$ cat config.mk
export PLATFORM = sky130hd
export DESIGN_NAME = tt_stim_seq
export DESIGN_NICKNAME = d
export VERILOG_FILES = /design/src/rtl/tt_stim_seq.sv
export SDC_FILE = /design/constraint.sdc
export NUM_CORES = 1
export LEC_CHECK = 0
export CAP_MARGIN = 20
export CORE_UTILIZATION = 40
export CTS_CLUSTER_DIAMETER = 120
export DETAILED_ROUTE_END_ITERATION = 10
export PLACE_DENSITY_LB_ADDON = 0.05
export SLEW_MARGIN = 10
export SYNTH_ARGS = -nofsm -noshare
export SYNTH_HDL_FRONTEND = slang
export SYNTH_SLANG_ARGS = --single-unit
$ cat constraint.sdc
create_clock -name clk -period 1.7 [get_ports clk]
set_input_delay 0.34 -clock clk [delete_from_list [all_inputs] [get_ports clk]]
set_output_delay 0.34 -clock clk [all_outputs]
set_load 0.005 [all_outputs]
$ cat src/rtl/tt_stim_seq.sv
// tt_stim_seq: clocked sweep of every N_IN-bit input vector, each held DWELL cycles, with a sample strobe.
// Ports:
//   clk       rising-edge clock
//   rst       asynchronous active-high reset
//   start     begin a sweep (honoured only in IDLE or DONE)
//   pause     freezes the dwell counter and suppresses sample while high
//   vec       stimulus vector (vec[0] drives the LSB input of the gate)
//   vec_valid high while vec carries a sweep vector
//   vec_idx   binary index of the current vector
//   sample    one-cycle strobe on the last settled cycle of each vector
//   busy      high while sweeping
//   done      high after the last vector; sticky until start or rst
// Optional: define TT_STIM_SEQ_GRAY_ORDER_EN to emit vectors in Gray-code order.
module tt_stim_seq #(
  parameter int N_IN  = 3,
  parameter int DWELL = 10
) (
  input  logic            clk,
  input  logic            rst,
  input  logic            start,
  input  logic            pause,
  output logic [N_IN-1:0] vec,
  output logic            vec_valid,
  output logic [N_IN-1:0] vec_idx,
  output logic            sample,
  output logic            busy,
  output logic            done
);
  localparam int DW = $clog2(DWELL);
  localparam logic [DW-1:0] LAST_CNT = DW'(DWELL - 1);
  localparam logic [N_IN-1:0] LAST_IDX = '1;
  typedef enum logic [1:0] {IDLE, DRIVE, DONE} state_t;
  state_t r_state, w_state_nxt;
  logic [DW-1:0] r_cnt, w_cnt_nxt;
  logic [N_IN-1:0] r_idx, w_idx_nxt, r_vec, w_vec_nxt;
  logic r_valid, r_busy, r_done, w_go;
  assign w_go = start & (r_state != DRIVE);
  assign sample = (r_state == DRIVE) & (r_cnt == LAST_CNT) & ~pause;
`ifdef TT_STIM_SEQ_GRAY_ORDER_EN
  assign w_vec_nxt = w_idx_nxt ^ (w_idx_nxt >> 1);
`else
  assign w_vec_nxt = w_idx_nxt;
`endif
  // The terminal index is checked before incrementing, so vec_idx never wraps.
  always_comb begin
    w_state_nxt = r_state;
    w_cnt_nxt   = r_cnt;
    w_idx_nxt   = r_idx;
    if (w_go) begin
      w_state_nxt = DRIVE;
      w_cnt_nxt   = '0;
      w_idx_nxt   = '0;
    end else if (sample) begin
      if (r_idx == LAST_IDX) w_state_nxt = DONE;
      else begin
        w_idx_nxt = r_idx + N_IN'(1);
        w_cnt_nxt = '0;
      end
    end else if (r_state == DRIVE && !pause) w_cnt_nxt = r_cnt + DW'(1);
  end
  always_ff @(posedge clk or posedge rst) begin
    if (rst) begin
      r_state <= IDLE;
      r_cnt   <= '0;
      r_idx   <= '0;
      r_vec   <= '0;
      r_valid <= 1'b0;
      r_busy  <= 1'b0;
      r_done  <= 1'b0;
    end else begin
      r_state <= w_state_nxt;
      r_cnt   <= w_cnt_nxt;
      r_idx   <= w_idx_nxt;
      r_vec   <= w_vec_nxt;
      r_valid <= w_state_nxt == DRIVE;
      r_busy  <= w_state_nxt == DRIVE;
      r_done  <= w_state_nxt == DONE;
    end
  end
  assign vec       = r_vec;
  assign vec_idx   = r_idx;
  assign vec_valid = r_valid;
  assign busy      = r_busy;
  assign done      = r_done;
endmodule

Fig. 1: run 1, cell density map
Scale bar: 10 um. The die is cut into 8 by 8 equal tiles; dark purple is low, yellow is high, 0 to 100% covered.
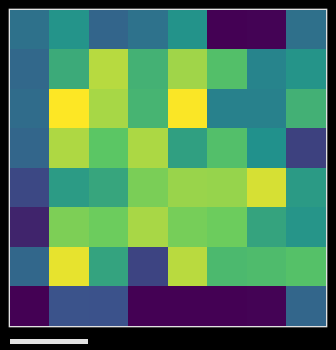
nearly empty tiles: 11%
densest ninth of the die: middle
tiles over 75% full: 28%
fullest tile: 100%
mean over tiles: 53%

Fig. 2: run 1, where the registers sit
Scale bar: 10 um. Other sequential cells in the stronger gray, the rest of the logic in the fainter gray.
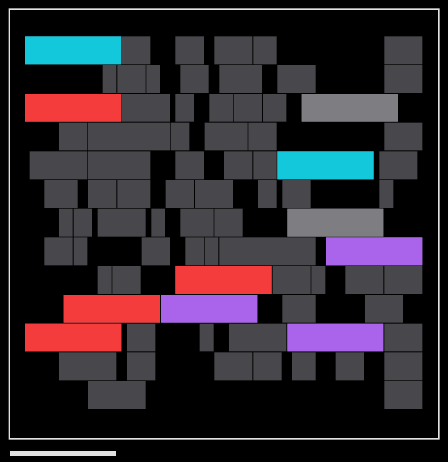
[red] r_cnt | flops: 4
[cyan] r_state | flops: 2
[purple] vec | flops: 3
not colored: 2
sequential power: 0.380 mW
fraction of area in registers: 30.8%
Finished Core Util: 67.0%
area of all sequential standard cells: 275 um^2

Fig. 3: run 1, wiring by layer
Only two layers are drawn.
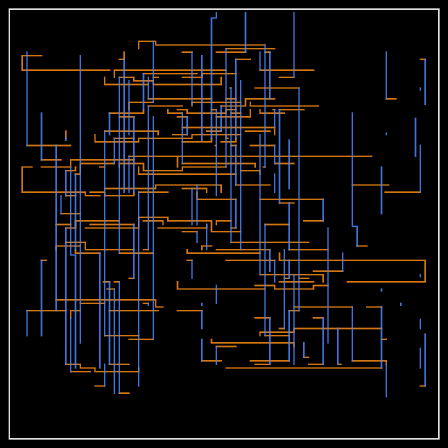
[orange] M1 | wire length: 578 um
[blue] M2 | wire length: 618 um
GRT Resource Usage Total: 16.3%
vias: 485
mean routed wirelength per cell: 13.1 um
Final Routed Wirelength: 1.26 mm

==> out/summary.rpt, run 1 <==
RUN STATUS
---------------------------------------------------------------------------------
Run status ......................................................... finished, violations left
Violations in the final reports .................................... negative setup slack

WORST SETUP PATH
---------------------------------------------------------------------------------
R2R Path End .......................................................       vec[0]
Slowest stage delay, CP ............................................      0.45 ns
Startpoint of the worst setup timing path ..........................     r_cnt[1]
Critical-path top delay cell ....................................... sky130_fd_sc_hd__or4_4
Critical Path RT ...................................................      1.86 ns
Kind of cell with the highest combined delay on the critical path .. simple AND/OR/NAND/NOR gates
Number of cells on the worst reg-to-reg path .......................            7
Worst r2r src ......................................................     r_cnt[1]

SYNTH
---------------------------------------------------------------------------------
Multiplexer area fraction after synthesis ..........................        3.37%
Synthesis warning total ............................................            0
Synthesized area per cell ..........................................    10.6 um^2
Most numerous cell types in the synthesized netlist ................ 11 x sky130_fd_sc_hd__dfrtp_1, 5 x sky130_fd_sc_hd__nor2_1, 4 x sky130_fd_sc_hd__buf_4, 4 x sky130_fd_sc_hd__ha_1
Ys flop type ....................................................... sky130_fd_sc_hd__dfrtp_1
Syn Nets ...........................................................           64
Number of flops mapped to enable cells by yosys ....................            0
Post-synthesis cell count ..........................................           56
Synth area leader .................................................. sky130_fd_sc_hd__dfrtp_1
Top non-seq family ................................................. simple AND/OR/NAND/NOR gates
Ao+oa area frac ....................................................        12.6%
Simple-Gate Area Share .............................................        18.3%
Most instantiated library cell after synthesis ..................... sky130_fd_sc_hd__dfrtp_1

GLOBAL ROUTING
---------------------------------------------------------------------------------
Global-route wire length before repair .............................      1.70 mm
Most Crowded Layer GR ..............................................         met2
Via count of the first global-routing pass .........................          403
Met3 Resource Use GR ...............................................        8.33%
Grt total ovfl .....................................................            0

PWR
---------------------------------------------------------------------------------
Largest power group ................................................ combinational cells
Static power due to leakage ........................................     0.415 nW
Fraction of power spent switching nets .............................        33.1%
Clock Power ........................................................     0.178 mW
Reported combinational group power .................................     0.404 mW
Maximum resistive drop on vdd ......................................     0.585 mV

STA
---------------------------------------------------------------------------------
Final count of pins violating max slew .............................            0
PnR worst setup slack ..............................................  -0.00836 ns
Setup repair after global routing missed its margin ................          yes
Number of setup violations in the final report .....................            1
Final worst path period share ......................................         100%
Fmax ...............................................................    0.585 GHz
Final count of hold timing violations ..............................            0
Setup_tns ..........................................................  -0.00836 ns

LAYOUT
---------------------------------------------------------------------------------
Non-clock buffer share .............................................        25.8%
FFs & Latches ......................................................           11
Share of cells above drive strength 1 ..............................        37.0%
Combinational gate count ...........................................           37
Count of clock buffers in the final design .........................            4
Largest Register ...................................................        r_cnt
Area of all placed cells without fillers ...........................     893 um^2
Count of inserted antenna diode cells ..............................            0

DETAILED ROUTING
---------------------------------------------------------------------------------
DR iter-0 viols ....................................................            7
DRC ................................................................            0
Via-per-instance ratio .............................................         5.05
Routed Antenna Nets ................................................            0

DIE
---------------------------------------------------------------------------------
Full die area ......................................................    1640 um^2
Tap cells ..........................................................           15
Ports ..............................................................           14
Initial Utilization ................................................        44.6%
Vertical die dimension .............................................      40.5 um

CTS
---------------------------------------------------------------------------------
Hold-fix buffers at CTS ............................................            0
Source-to-sink clock delay at the later pin of the worst-skew pair .      0.27 ns

PLACED DESIGN
---------------------------------------------------------------------------------
Instance area at placement .........................................     801 um^2
Placer congestion estimate .........................................        0.769

MIN PATH
---------------------------------------------------------------------------------
Type of the worst min-delay path ...................................  in -> async

==> run 1 -> run 2 <==
--- a/config.mk
+++ b/config.mk
@@ -5,7 +5,7 @@
 export SDC_FILE = /design/constraint.sdc
 export NUM_CORES = 1
 export LEC_CHECK = 0
-export CAP_MARGIN = 20
+export CAP_MARGIN = 15
 export CORE_UTILIZATION = 40
 export CTS_CLUSTER_DIAMETER = 120
 export DETAILED_ROUTE_END_ITERATION = 10
Fig. 4: run 2, where the registers sit
Scale bar: 10 um. Other sequential cells in the stronger gray, the rest of the logic in the fainter gray.
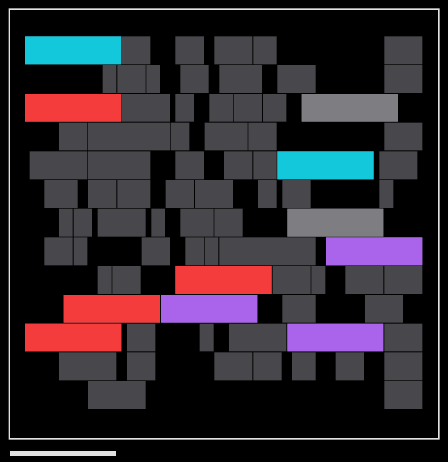
[cyan] r_state | flops: 2
[red] r_cnt | flops: 4
[purple] vec | flops: 3
not colored: 2

Fig. 5: run 2, wire density map
The die is cut into 8 by 8 equal tiles; dark purple is low, yellow is high, scaled to the fullest tile. Values are wire area over tile area, all layers added.
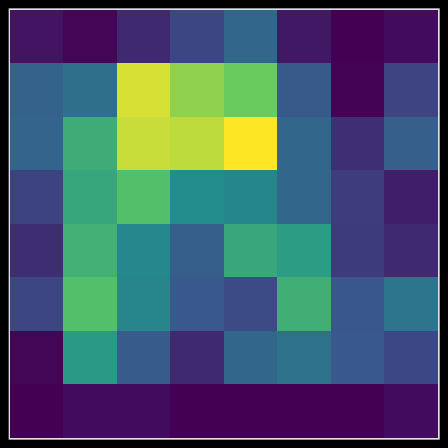
fullest tile: 0.37
mean over tiles: 0.12
emptiest ninth of the die: top right

==> run 2 against run 1 <==
Effect of this change:
- the run still ends with negative setup slack left
- power stayed put
- first-iteration DRC count stayed put
- sequential power hardly changed
- setup slack stayed put
- sequential share of layout area stayed put
- utilization stayed put
- hold slack stayed put
- via count stayed put
- non-clock buffer count stayed put
- largest cell class unchanged
==> out/summary.rpt, run 2 <==
RUN STATUS
----------------------------------------------------------------------------------
Run status .......................................................... finished, violations left
Violations in the final reports ..................................... negative setup slack

LAYOUT
----------------------------------------------------------------------------------
Share of cells above drive strength 1 ...............................        37.0%
Fraction of area in registers .......................................        30.8%
Number of fill cells in the layout ..................................          107
Non-clock buffer share ..............................................        25.8%
FFs & Latches .......................................................           11
Combinational gate count ............................................           37
Area of all sequential standard cells ...............................     275 um^2
Area of all placed cells without fillers ............................     893 um^2
Largest Register ....................................................        r_cnt
Flip-flop count of the largest register, all copies and words added .            4
Finished Core Util ..................................................        67.0%
Count of inserted antenna diode cells ...............................            0

DIE
----------------------------------------------------------------------------------
Tap cells ...........................................................           15
Vertical die dimension ..............................................      40.5 um
Initial Utilization .................................................        44.6%
Ports ...............................................................           14

WORST SETUP PATH
----------------------------------------------------------------------------------
Kind of cell with the highest combined delay on the critical path ... simple AND/OR/NAND/NOR gates
R2R Path End ........................................................       vec[0]
Critical-path top delay cell ........................................ sky130_fd_sc_hd__or4_4
Startpoint of the worst setup timing path ...........................     r_cnt[1]
Critical Path RT ....................................................      1.86 ns
Slowest stage delay, CP .............................................      0.45 ns

PWR
----------------------------------------------------------------------------------
P_int ...............................................................     0.644 mW
Sequential power ....................................................     0.380 mW
Fraction of power spent switching nets ..............................        33.1%
Static power due to leakage .........................................     0.415 nW
Reported combinational group power ..................................     0.404 mW
Maximum resistive drop on vdd .......................................     0.585 mV

DETAILED ROUTING
----------------------------------------------------------------------------------
Mean routed wirelength per cell .....................................      13.1 um
Routed Antenna Nets .................................................            0
DRC .................................................................            0
DR iter-0 viols .....................................................            7
Vias ................................................................          485
Via-per-instance ratio ..............................................         5.05
Final Routed Wirelength .............................................      1.26 mm
Routed wl met2 ......................................................       618 um
Met3 Wirelength .....................................................        64 um

GLOBAL ROUTING
----------------------------------------------------------------------------------
Grt total ovfl ......................................................            0
GRT Resource Usage Total ............................................        16.3%
Global-route wire length before repair ..............................      1.70 mm
Most Crowded Layer GR ...............................................         met2
Met3 Resource Use GR ................................................        8.33%

STA
----------------------------------------------------------------------------------
PnR worst setup slack ...............................................  -0.00836 ns
Final count of hold timing violations ...............................            0
Setup repair after global routing missed its margin .................          yes
Fmax ................................................................    0.585 GHz
Number of setup violations in the final report ......................            1
Final worst path period share .......................................         100%
Final count of pins violating max slew ..............................            0

SYNTH
----------------------------------------------------------------------------------
Synth area leader ................................................... sky130_fd_sc_hd__dfrtp_1
Ys flop type ........................................................ sky130_fd_sc_hd__dfrtp_1
Synthesized area per cell ...........................................    10.6 um^2
Top non-seq family .................................................. simple AND/OR/NAND/NOR gates
Post-synthesis cell count ...........................................           56
Most numerous cell types in the synthesized netlist ................. 11 x sky130_fd_sc_hd__dfrtp_1, 5 x sky130_fd_sc_hd__nor2_1, 4 x sky130_fd_sc_hd__buf_4, 4 x sky130_fd_sc_hd__ha_1
Most instantiated library cell after synthesis ...................... sky130_fd_sc_hd__dfrtp_1
Proportion of synthesized chip area in sequential cells .............        46.3%
Syn Nets ............................................................           64
Multiplexer area fraction after synthesis ...........................        3.37%
Ao+oa area frac .....................................................        12.6%
Number of flops mapped to enable cells by yosys .....................            0
Synthesis warning total .............................................            0

CTS
----------------------------------------------------------------------------------
Count of instances resized after the clock tree is built ............            4
Post-CTS repair timing setup buffer count ...........................            1
Source-to-sink clock delay at the later pin of the worst-skew pair ..      0.27 ns
Hold-fix buffers at CTS .............................................            0

MIN PATH
----------------------------------------------------------------------------------
Type of the worst min-delay path ....................................  in -> async

PLACED DESIGN
----------------------------------------------------------------------------------
Placer congestion estimate ..........................................        0.769
Instance area at placement ..........................................     801 um^2

==> run 2 -> run 3 <==
--- a/config.mk
+++ b/config.mk
@@ -9,6 +9,7 @@
 export CORE_UTILIZATION = 40
 export CTS_CLUSTER_DIAMETER = 120
 export DETAILED_ROUTE_END_ITERATION = 10
+export HOLD_SLACK_MARGIN = 0.06
 export PLACE_DENSITY_LB_ADDON = 0.05
 export SLEW_MARGIN = 10
 export SYNTH_ARGS = -nofsm -noshare
Fig. 6: run 3, where the registers sit
Scale bar: 10 um. Other sequential cells in the stronger gray, the rest of the logic in the fainter gray.
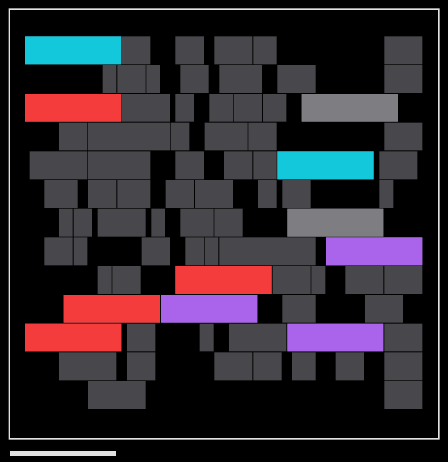
[cyan] r_state | flops: 2
[purple] vec | flops: 3
[red] r_cnt | flops: 4
not colored: 2

Fig. 7: run 3, cell density map
Scale bar: 10 um. The die is cut into 8 by 8 equal tiles; dark purple is low, yellow is high, 0 to 100% covered.
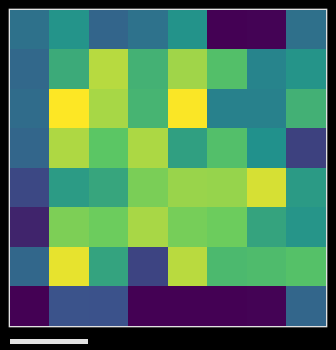
nearly empty tiles: 11%
fullest tile: 100%
mean over tiles: 53%
tiles over 75% full: 28%
densest ninth of the die: middle
Core Region: 1330 um^2
Initial Utilization: 44.6%

==> run 3 against run 2 <==
Effect of this change:
- the run still ends with negative setup slack left
- synthesized cell count is the same
- routed wire length is the same
- critical endpoint unchanged
- power is the same
- cell area is the same
- non-clock buffer count is the same
- critical path type unchanged
- via count is the same
- largest cell class unchanged
- cell count is the same
- sequential cell count is the same
==> out/summary.rpt, run 3 <==
LAYOUT
----------------------------------------------------------------------------------
Count of inserted antenna diode cells ...............................            0
Number of fill cells in the layout ..................................          107
Area of all placed cells without fillers ............................     893 um^2
Share of cells above drive strength 1 ...............................        37.0%
Flip-flop count of the largest register, all copies and words added .            4
Finished Core Util ..................................................        67.0%
Largest Register ....................................................        r_cnt
Fraction of area in registers .......................................        30.8%
Count of clock buffers in the final design ..........................            4
Area of all sequential standard cells ...............................     275 um^2
Combinational gate count ............................................           37
Non-clock inverter instance count of the final layout ...............            2

SYNTH
----------------------------------------------------------------------------------
Number of flops mapped to enable cells by yosys .....................            0
Synth area leader ................................................... sky130_fd_sc_hd__dfrtp_1
Top non-seq family .................................................. simple AND/OR/NAND/NOR gates
Proportion of synthesized chip area in sequential cells .............        46.3%
Most numerous cell types in the synthesized netlist ................. 11 x sky130_fd_sc_hd__dfrtp_1, 5 x sky130_fd_sc_hd__nor2_1, 4 x sky130_fd_sc_hd__buf_4, 4 x sky130_fd_sc_hd__ha_1
Ao+oa area frac .....................................................        12.6%
Multiplexer area fraction after synthesis ...........................        3.37%
Ys flop type ........................................................ sky130_fd_sc_hd__dfrtp_1
Synthesized area per cell ...........................................    10.6 um^2
Synthesis warning total .............................................            0
Syn Nets ............................................................           64
Simple-Gate Area Share ..............................................        18.3%
Post-synthesis cell count ...........................................           56

CTS
----------------------------------------------------------------------------------
Hold-fix buffers at CTS .............................................            0
Post-CTS repair timing setup buffer count ...........................            1
Source-to-sink clock delay at the later pin of the worst-skew pair ..      0.27 ns
Max H-tree Level ....................................................            1
Count of instances resized after the clock tree is built ............            4
Clock slew seen by the registers of the worst setup and hold paths ..      0.07 ns

STA
----------------------------------------------------------------------------------
Final count of hold timing violations ...............................            0
Number of setup violations in the final report ......................            1
Final worst path period share .......................................         100%
Setup_tns ...........................................................  -0.00836 ns
Relative max-transition margin ......................................        72.7%
Final count of pins violating max slew ..............................            0
Setup repair after global routing missed its margin .................          yes
PnR worst setup slack ...............................................  -0.00836 ns
Fmax ................................................................    0.585 GHz

DETAILED ROUTING
----------------------------------------------------------------------------------
Routed Antenna Nets .................................................            0
DR iter-0 viols .....................................................            7
Met3 Wirelength .....................................................        64 um
Via-per-instance ratio ..............................................         5.05
Routed wl met2 ......................................................       618 um
Final Routed Wirelength .............................................      1.26 mm
Mean routed wirelength per cell .....................................      13.1 um

PWR
----------------------------------------------------------------------------------
Reported combinational group power ..................................     0.404 mW
Fraction of power spent switching nets ..............................        33.1%
Clock Power .........................................................     0.178 mW
Sequential power ....................................................     0.380 mW
Static power due to leakage .........................................     0.415 nW
P_int ...............................................................     0.644 mW
Maximum resistive drop on vdd .......................................     0.585 mV

WORST SETUP PATH
----------------------------------------------------------------------------------
Worst r2r src .......................................................     r_cnt[1]
Number of cells on the worst reg-to-reg path ........................            7
Critical Path RT ....................................................      1.86 ns
Kind of cell with the highest combined delay on the critical path ... simple AND/OR/NAND/NOR gates
Slowest stage delay, CP .............................................      0.45 ns
Startpoint of the worst setup timing path ...........................     r_cnt[1]
R2R Path End ........................................................       vec[0]
Cell-by-cell trace of the critical path ............................. inv_1 > ha_2 > nand4b_1 > buf_4 > or4_4 > xor2_1 > nor2_2
Critical-path top delay cell ........................................ sky130_fd_sc_hd__or4_4

GLOBAL ROUTING
----------------------------------------------------------------------------------
Most Crowded Layer GR ...............................................         met2
GRT Resource Usage Total ............................................        16.3%
Met3 Resource Use GR ................................................        8.33%
Grt total ovfl ......................................................            0
Global-route wire length before repair ..............................      1.70 mm
Maximum number of pins on one net before global-route repair ........           12

PLACED DESIGN
----------------------------------------------------------------------------------
Instance area at placement ..........................................     801 um^2

RUN STATUS
----------------------------------------------------------------------------------
Run status .......................................................... finished, violations left
Violations in the final reports ..................................... negative setup slack

DIE
----------------------------------------------------------------------------------
Ports ...............................................................           14
Full die area .......................................................    1640 um^2
Vertical die dimension ..............................................      40.5 um
Tap cells ...........................................................           15

MIN PATH
----------------------------------------------------------------------------------
Type of the worst min-delay path ....................................  in -> async

Power and IR drop assume default switching activity.
